--- src/rtl/multicycle_control_pkg.sv ---
// mc_pkg: state encoding, opcodes, mux encodings and control vector for multicycle_control.
// MC_ILLEGAL_OP_TRAP_EN adds the TRAP state.
package mc_pkg;
   typedef enum logic [3:0] {
      S_FETCH  = 4'd0,
      S_DECODE = 4'd1,
      S_MEMADR = 4'd2,
      S_MEMRD  = 4'd3,
      S_MEMWB  = 4'd4,
      S_MEMWR  = 4'd5,
      S_RTEX   = 4'd6,
      S_RTWB   = 4'd7,
      S_BEQEX  = 4'd8,
      S_ADDIEX = 4'd9,
      S_ADDIWB = 4'd10,
      S_JEX    = 4'd11
`ifdef MC_ILLEGAL_OP_TRAP_EN
      , S_TRAP = 4'd12
`endif
   } state_e;

   localparam logic [5:0] OP_RTYPE = 6'b000000;
   localparam logic [5:0] OP_LW    = 6'b100011;
   localparam logic [5:0] OP_SW    = 6'b101011;
   localparam logic [5:0] OP_BEQ   = 6'b000100;
   localparam logic [5:0] OP_ADDI  = 6'b001000;
   localparam logic [5:0] OP_J     = 6'b000010;

   localparam logic [1:0] ALUSRCB_RT    = 2'b00;
   localparam logic [1:0] ALUSRCB_FOUR  = 2'b01;
   localparam logic [1:0] ALUSRCB_IMM   = 2'b10;
   localparam logic [1:0] ALUSRCB_IMMSH = 2'b11;

   localparam logic [1:0] PCSRC_ALU    = 2'b00;
   localparam logic [1:0] PCSRC_ALUOUT = 2'b01;
   localparam logic [1:0] PCSRC_JUMP   = 2'b10;

   localparam logic [1:0] ALUOP_ADD   = 2'b00;
   localparam logic [1:0] ALUOP_SUB   = 2'b01;
   localparam logic [1:0] ALUOP_FUNCT = 2'b10;

   typedef struct packed {
      logic       memread;
      logic       iord;
      logic       we;
      logic       irwrite;
      logic       regdst;
      logic       memtoreg;
      logic       regwrite;
      logic       alusrca;
      logic [1:0] alusrcb;
      logic [1:0] aluop;
      logic [1:0] pcsrc;
      logic       pcwrite;
      logic       branch;
   } ctrl_t;
endpackage

--- src/rtl/multicycle_control_if.sv ---
// multicycle_control_if: controller <-> datapath/memory control bundle.
// illegal_op exists only with MC_ILLEGAL_OP_TRAP_EN.
interface multicycle_control_if #(parameter int INSTR_CNT_W = 32);
   logic [5:0]             op;
   logic                   zero;
   logic                   memread;
   logic                   IorD;
   logic                   we;
   logic                   irwrite;
   logic                   regdst;
   logic                   memtoreg;
   logic                   regwrite;
   logic                   alusrca;
   logic [1:0]             alusrcb;
   logic [1:0]             aluop;
   logic [1:0]             pcsrc;
   logic                   pcen;
   logic [INSTR_CNT_W-1:0] instr_count;
   logic [3:0]             state_dbg;
`ifdef MC_ILLEGAL_OP_TRAP_EN
   logic                   illegal_op;
`endif

   modport master (
      input  op, zero,
      output memread, IorD, we, irwrite, regdst, memtoreg, regwrite,
             alusrca, alusrcb, aluop, pcsrc, pcen, instr_count, state_dbg
`ifdef MC_ILLEGAL_OP_TRAP_EN
      , output illegal_op
`endif
   );

   modport slave (
      output op, zero,
      input  memread, IorD, we, irwrite, regdst, memtoreg, regwrite,
             alusrca, alusrcb, aluop, pcsrc, pcen, instr_count, state_dbg
`ifdef MC_ILLEGAL_OP_TRAP_EN
      , input illegal_op
`endif
   );
endinterface

--- src/rtl/multicycle_control_outdec.sv ---
// mc_outdec: combinational Moore decode of the FSM state into the control vector.
module mc_outdec
   import mc_pkg::*;
(
   input  state_e state_i,
   output ctrl_t  ctrl_o
);
   always_comb begin
      ctrl_o = '0;
      case (state_i)
         S_FETCH: begin
            ctrl_o.memread = 1'b1;
            ctrl_o.irwrite = 1'b1;
            ctrl_o.alusrcb = ALUSRCB_FOUR;
            ctrl_o.aluop   = ALUOP_ADD;
            ctrl_o.pcsrc   = PCSRC_ALU;
            ctrl_o.pcwrite = 1'b1;
         end
         S_DECODE: ctrl_o.alusrcb = ALUSRCB_IMMSH;
         S_MEMADR, S_ADDIEX: begin
            ctrl_o.alusrca = 1'b1;
            ctrl_o.alusrcb = ALUSRCB_IMM;
         end
         S_MEMRD: begin
            ctrl_o.memread = 1'b1;
            ctrl_o.iord    = 1'b1;
         end
         S_MEMWB: begin
            ctrl_o.memtoreg = 1'b1;
            ctrl_o.regwrite = 1'b1;
         end
         S_MEMWR: begin
            ctrl_o.we   = 1'b1;
            ctrl_o.iord = 1'b1;
         end
         S_RTEX: begin
            ctrl_o.alusrca = 1'b1;
            ctrl_o.alusrcb = ALUSRCB_RT;
            ctrl_o.aluop   = ALUOP_FUNCT;
         end
         S_RTWB: begin
            ctrl_o.regdst   = 1'b1;
            ctrl_o.regwrite = 1'b1;
         end
         S_BEQEX: begin
            ctrl_o.alusrca = 1'b1;
            ctrl_o.aluop   = ALUOP_SUB;
            ctrl_o.branch  = 1'b1;
            ctrl_o.pcsrc   = PCSRC_ALUOUT;
         end
         S_ADDIWB: ctrl_o.regwrite = 1'b1;
         S_JEX: begin
            ctrl_o.pcwrite = 1'b1;
            ctrl_o.pcsrc   = PCSRC_JUMP;
         end
         default: ctrl_o = '0;
      endcase
   end
endmodule

--- src/rtl/multicycle_control.sv ---
// multicycle_control: multicycle MIPS main control FSM with retired-instruction counter.
// MC_ILLEGAL_OP_TRAP_EN: undefined opcodes lock the FSM in TRAP and raise illegal_op.
module multicycle_control
   import mc_pkg::*;
#(
   parameter int INSTR_CNT_W = 32
) (
   input logic                  clk,
   input logic                  rst,
   multicycle_control_if.master bus
);
   state_e                 state_q, state_d;
   logic [INSTR_CNT_W-1:0] cnt_q;
   ctrl_t                  ctrl, ctrl_g;

   mc_outdec u_outdec (.state_i(state_q), .ctrl_o(ctrl));

   always_comb begin
      state_d = S_FETCH;
      case (state_q)
         S_FETCH: state_d = S_DECODE;
         S_DECODE: begin
            case (bus.op)
               OP_LW, OP_SW: state_d = S_MEMADR;
               OP_RTYPE:     state_d = S_RTEX;
               OP_BEQ:       state_d = S_BEQEX;
               OP_ADDI:      state_d = S_ADDIEX;
               OP_J:         state_d = S_JEX;
`ifdef MC_ILLEGAL_OP_TRAP_EN
               default:      state_d = S_TRAP;
`else
               default:      state_d = S_FETCH;
`endif
            endcase
         end
         S_MEMADR: state_d = (bus.op == OP_LW) ? S_MEMRD : S_MEMWR;
         S_MEMRD:  state_d = S_MEMWB;
         S_RTEX:   state_d = S_RTWB;
         S_ADDIEX: state_d = S_ADDIWB;
`ifdef MC_ILLEGAL_OP_TRAP_EN
         S_TRAP:   state_d = S_TRAP;
`endif
         default:  state_d = S_FETCH;
      endcase
   end

   // Every re-entry into FETCH retires exactly one instruction.
   always_ff @(posedge clk) begin
      if (!rst) begin
         state_q <= S_FETCH;
         cnt_q   <= '0;
      end else begin
         state_q <= state_d;
         if (state_d == S_FETCH) cnt_q <= cnt_q + 1'b1;
      end
   end

   assign ctrl_g          = rst ? ctrl : '0;
   assign bus.memread     = ctrl_g.memread;
   assign bus.IorD        = ctrl_g.iord;
   assign bus.we          = ctrl_g.we;
   assign bus.irwrite     = ctrl_g.irwrite;
   assign bus.regdst      = ctrl_g.regdst;
   assign bus.memtoreg    = ctrl_g.memtoreg;
   assign bus.regwrite    = ctrl_g.regwrite;
   assign bus.alusrca     = ctrl_g.alusrca;
   assign bus.alusrcb     = ctrl_g.alusrcb;
   assign bus.aluop       = ctrl_g.aluop;
   assign bus.pcsrc       = ctrl_g.pcsrc;
   assign bus.pcen        = ctrl_g.pcwrite | (ctrl_g.branch & bus.zero);
   assign bus.instr_count = cnt_q;
   assign bus.state_dbg   = rst ? state_q : S_FETCH;
`ifdef MC_ILLEGAL_OP_TRAP_EN
   assign bus.illegal_op  = rst & (state_q == S_TRAP);
`endif
endmodule

--- src/flat_wrapper.sv ---
// flat-port wrapper written by rule: the top's interface ports become plain ports
module multicycle_control_flat import mc_pkg::*;
#(
   parameter int INSTR_CNT_W = 32
)
  (clk, rst, bus_op, bus_zero, bus_memread, bus_IorD, bus_we, bus_irwrite, bus_regdst, bus_memtoreg, bus_regwrite, bus_alusrca, bus_alusrcb, bus_aluop, bus_pcsrc, bus_pcen, bus_instr_count, bus_state_dbg);
  multicycle_control_if #(.INSTR_CNT_W(INSTR_CNT_W)) bus_i ();
  input logic clk;
  input logic rst;
  input wire logic [$bits(bus_i.op)-1:0] bus_op;
  input wire logic [$bits(bus_i.zero)-1:0] bus_zero;
  output wire logic [$bits(bus_i.memread)-1:0] bus_memread;
  output wire logic [$bits(bus_i.IorD)-1:0] bus_IorD;
  output wire logic [$bits(bus_i.we)-1:0] bus_we;
  output wire logic [$bits(bus_i.irwrite)-1:0] bus_irwrite;
  output wire logic [$bits(bus_i.regdst)-1:0] bus_regdst;
  output wire logic [$bits(bus_i.memtoreg)-1:0] bus_memtoreg;
  output wire logic [$bits(bus_i.regwrite)-1:0] bus_regwrite;
  output wire logic [$bits(bus_i.alusrca)-1:0] bus_alusrca;
  output wire logic [$bits(bus_i.alusrcb)-1:0] bus_alusrcb;
  output wire logic [$bits(bus_i.aluop)-1:0] bus_aluop;
  output wire logic [$bits(bus_i.pcsrc)-1:0] bus_pcsrc;
  output wire logic [$bits(bus_i.pcen)-1:0] bus_pcen;
  output wire logic [$bits(bus_i.instr_count)-1:0] bus_instr_count;
  output wire logic [$bits(bus_i.state_dbg)-1:0] bus_state_dbg;
  assign bus_i.op = bus_op;
  assign bus_i.zero = bus_zero;
  assign bus_memread = bus_i.memread;
  assign bus_IorD = bus_i.IorD;
  assign bus_we = bus_i.we;
  assign bus_irwrite = bus_i.irwrite;
  assign bus_regdst = bus_i.regdst;
  assign bus_memtoreg = bus_i.memtoreg;
  assign bus_regwrite = bus_i.regwrite;
  assign bus_alusrca = bus_i.alusrca;
  assign bus_alusrcb = bus_i.alusrcb;
  assign bus_aluop = bus_i.aluop;
  assign bus_pcsrc = bus_i.pcsrc;
  assign bus_pcen = bus_i.pcen;
  assign bus_instr_count = bus_i.instr_count;
  assign bus_state_dbg = bus_i.state_dbg;
  multicycle_control #(.INSTR_CNT_W(INSTR_CNT_W)) u_core (.clk(clk), .rst(rst), .bus(bus_i));
endmodule
--- config.mk ---
export PLATFORM = sky130hd
export DESIGN_NAME = multicycle_control_flat
export DESIGN_NICKNAME = d
export VERILOG_FILES = /design/src/rtl/multicycle_control_pkg.sv /design/src/rtl/multicycle_control_if.sv /design/src/rtl/multicycle_control_outdec.sv /design/src/rtl/multicycle_control.sv /design/src/flat_wrapper.sv
export SDC_FILE = /design/constraint.sdc
export NUM_CORES = 1
export LEC_CHECK = 0
export ABC_AREA = 1
export CAP_MARGIN = 10
export CORE_MARGIN = 8
export CORE_UTILIZATION = 46
export DETAILED_ROUTE_END_ITERATION = 12
export PLACE_DENSITY = 0.77
export SKIP_CTS_REPAIR_TIMING = 1
export SLEW_MARGIN = 20
export SYNTH_ARGS = -nofsm -noshare
export SYNTH_HDL_FRONTEND = slang
export SYNTH_SLANG_ARGS = --single-unit
--- constraint.sdc ---
create_clock -name clk -period 1.7 [get_ports clk]
set_input_delay 0.34 -clock clk [delete_from_list [all_inputs] [get_ports clk]]
set_output_delay 0.34 -clock clk [all_outputs]
set_load 0.01 [all_outputs]
==> images/cell_classes.png <==
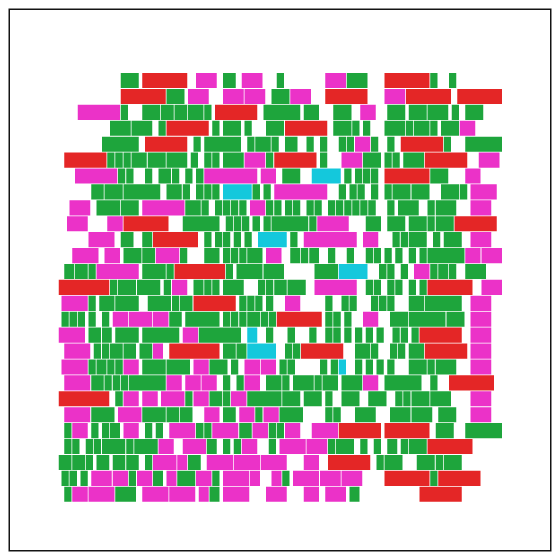
legend:
  clock drivers and dummy loads:
    color: cyan
    cells: 7
  all other logic:
    color: green
    cells: 390
  other buffers and delay cells:
    color: magenta
    cells: 119
  flip-flops:
    color: red
    cells: 36

==> images/metal_stack.png <==
Bar = 20 um.
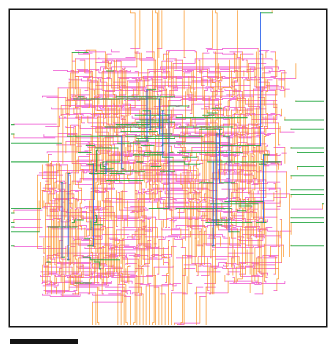
legend:
  met3:
    color: green
    wire_length: 721 um
  met2:
    color: orange
    wire_length: 5,620 um
  met4:
    color: blue
    wire_length: 308 um
  met1:
    color: magenta
    wire_length: 4,590 um

==> images/registers.png <==
Bar = 20 um.
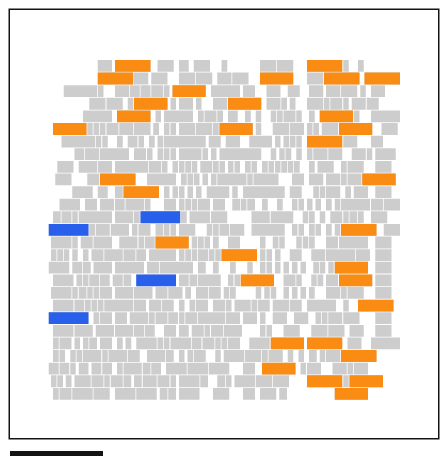
legend:
  u_core.state_q:
    color: blue
    placed_flops: 4
    where: left middle
  u_core.bus.instr_count:
    color: orange
    placed_flops: 32

==> images/wire_density.png <==
Bar = 20 um. The die is cut into 18 by 18 equal tiles; dark blue is low, red is high, scaled to the fullest tile. Values are wire area over tile area, all layers added.
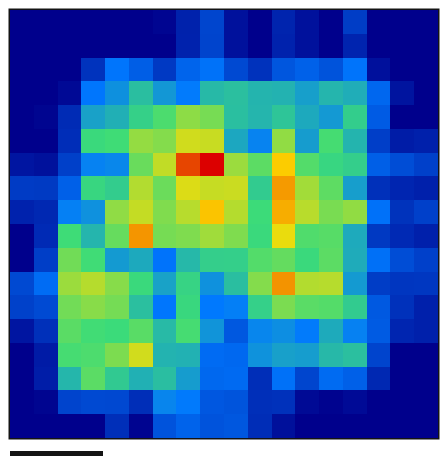
mean over tiles: 0.21
nearly empty tiles: 20%
fullest tile: 0.77

==> images/final_congestion.png <==
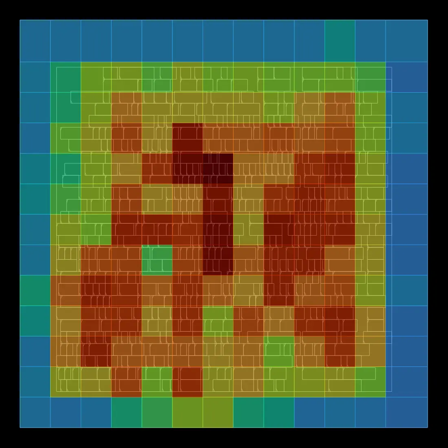
routed wirelength normalized by instance count: 18.0 um
GRT busiest layer: met2

==> COMMIT_EDITMSG <==
Add synthesis and place-and-route results

- Ranking of synthesized cells by instance count: nand2_1 (146), nor2_1 (72), nand3_1 (40)
- The flow ran to the end, but the final reports show violations.
* Number of placed instances with taps included: 600
* Number of cells in the finished layout apart from fillers: 624
- Slew HR: 68.5%
- The final reports fail on negative setup slack.
- Class of the tightest hold or removal check: primary input to register
* Clk. pwr: 0.000616 W
- Routing usage on met1: 24.9%
* TNS Setup: -7.01 ns
- Fillers: 393
- CTS sink cnt: 36
- CTS Root Cell: clkbuf_8
* Placement row count: 27
- Floorplan die area: 8520 um2
* Area taken by flip-flops and latches: 753 um2
- Per the OpenROAD power report, switching power amounts to 0.000613 W.
* Number of maximum-capacitance constraint violations: 0
- Chip height: 92.3 um
* Count of synthesis-stage warnings from yosys: 0
- The flow reports an fmax of 0.511 GHz.
- Net count of the finished layout: 562
* Via-to-Cell Ratio: 5.59
- Subtracting the final worst setup slack from the clock period gives 1.96 ns.
- Net switching share of the total power: 31.7%
- Power attributed to sequential cells is 0.000857 W.
* Launching element type of the critical path: register
- Start point of the worst min-delay path: rst
- The post-synth count of flops with an enable pin is 0.
* Non-clk bufs: 119
- The flow measured a signed area growth from synthesis to layout of 66.4%.
* Netlist area before placement: 2680 um2
- Buffers placed on the I/O ports in this run total 59.
- STA classifies the critical path endpoint as a register.
* Post-synth area from yosys stat: 2680 um2
- Average instance area after synthesis: 6.10 um2
- Detailed routing inserted a total of 3,490 vias.
* Share of cell area taken by multi-input logic gates: 49.7%
- Final setup viols: 36
- Per the layout area report, the combinational gate area comes to 2210 um2.
- Share of the core filled with cells: 80.0%
* Fraction of power consumed by combinational cells: 23.8%
- The tightest hold path in the finished design has a slack of 0.467 ns.
- According to the timing report, the data required time at the worst endpoint equals 1.92 ns.
- Clk pwr share: 31.9%
- The worst-case IR drop observed on VDD is 280 uV.
- According to the report, the first pass of detailed routing completed in 5 iterations.
- Aggregate global-route resource usage: 20.4%
* Period Utilization, post-route: 115%
- TritonRoute reported its final design rule violation total as 0.
* Post-synthesis instance total: 439
* Sequential cell count of the final layout: 36
- Fraction of registers with async set or reset after synthesis: 0%
* Total power: 0.00193 W
- Critical path class: register to register
- At the floorplan stage, the core utilization is reported as 48.0%.
- met3 track demand over resource after global routing is 3.79%.
- Ys flop type: dfxtp_1
- According to the cell report, the number of logic gates is 362.
- Synthesis instantiated 25 different standard cells from the library.
- As reported, the later end of the worst-skew pair has a clock insertion delay of 0.29 ns.
* Synth flops: 36
* Final Skew: 0.00755 ns
* Startpoint of the most critical setup path: u_core.state_q[3]
* Data arrival time at the worst-slack endpoint: 2.18 ns
- The pin closest to its max-slew limit shows a slew of 0.471 ns.
- Final setup slack of the worst path: -0.256 ns
- Clock cells make up 1.74% of the layout cell area.
- Last weighted congestion value of the routability-driven placer: 0.905
- Wire length of the first global-routing pass: 14,500 um
* Area leader share: 26.9%
* Comb power: 0.000461 W
- Summed over all nets, the half-perimeter wirelength after detailed placement is 6800 um.
- The fraction of final cell area spent on non-clock buffers in this run is 27.1%.
- Setup repair after global routing could not meet its margin everywhere.
- Clock tree from TritonCTS: built
- No sink is reached through more buffers than the 2 on the longest clock path.
- By area the synthesized netlist is led by dfxtp_1 (27%), nand2_1 (20%), nor2_1 (10%).
* Final count of hold timing violations: 0
* DRT iter0 DRCs: 352
- On met2, the global router reports a usage of 35.9%.
- Antenna-violating nets left: 0
* Fraction of area in registers: 16.9%
* Fin. max-slew vios: 0
* Number of buffers created by CTS: 5
* Fraction of final layout cells with drive strength greater than 1: 36.6%
==> worst max-delay path: stages (launching register included) <==
cell and delay, ns:
dfxtp_4 0.39, nor2_4 0.05, buf_6 0.11, buf_4 0.13, buf_6 0.11, a21oi_4 0.15, nand2_2 0.10, buf_6 0.13
nor2_4 0.25, clkbuf_16 0.26, nand3_4 0.08, a21oi_2 0.14
==> layer usage <==
metal  vias to the layer above  wire length [um]
met5                         -                 0
met4                         0               308
met3                        37               720
met2                       173              5620
met1                      1653              4590
li1                       1627                 -
==> final timing paths <==
| check | to | slack, ns | depth (start not counted) |
|---|---|---|---|
| hold / removal | u_core.state_q[2] | 0.47 | 4 |
| hold reg to reg | u_core.bus.instr_count[14] | 0.52 | 2 |
| setup / recovery | u_core.bus.instr_count[1] | -0.26 | 11 |
| setup reg to reg | u_core.bus.instr_count[1] | -0.26 | 11 |
==> layout by cell type, fill, tap and decap left out, types with 2 or more instances in the layout <==
cell	instances
nand3_1	7
nand2_2	18
clkdlybuf4s50_1	30
inv_1	24
nor2_4	12
dfxtp_2	14
nor2_2	8
dfxtp_4	4
xnor2_1	6
a21oi_1	7
a21oi_2	29
clkbuf_16	3
inv_2	2
buf_12	5
nand3_2	21
nand3_4	14
nand2_4	2
clkbuf_2	2
buf_6	6
dlymetal6s2s_1	22
a31oi_1	2
xor2_1	9
buf_2	4
nand3b_1	16
clkbuf_8	5
buf_4	46
nand2_1	141
dfxtp_1	18
nor2_1	63
==> registers in the layout, indices dropped and copies added (netlist names) <==
signal,count
u_core.bus.instr_count,32
u_core.state_q,4
==> kinds of logic after synthesis <==
kind of cell,synth area share [%]
AOI/OAI and AO/OA,9.07
xor gates and xnor gates,4.91
DFF,26.9
buffers and inverters,7.99
and+or+nand+nor,50.7
adders and majority gates,0.467
Power figures rest on the tool's default switching activity, not on a simulated workload.
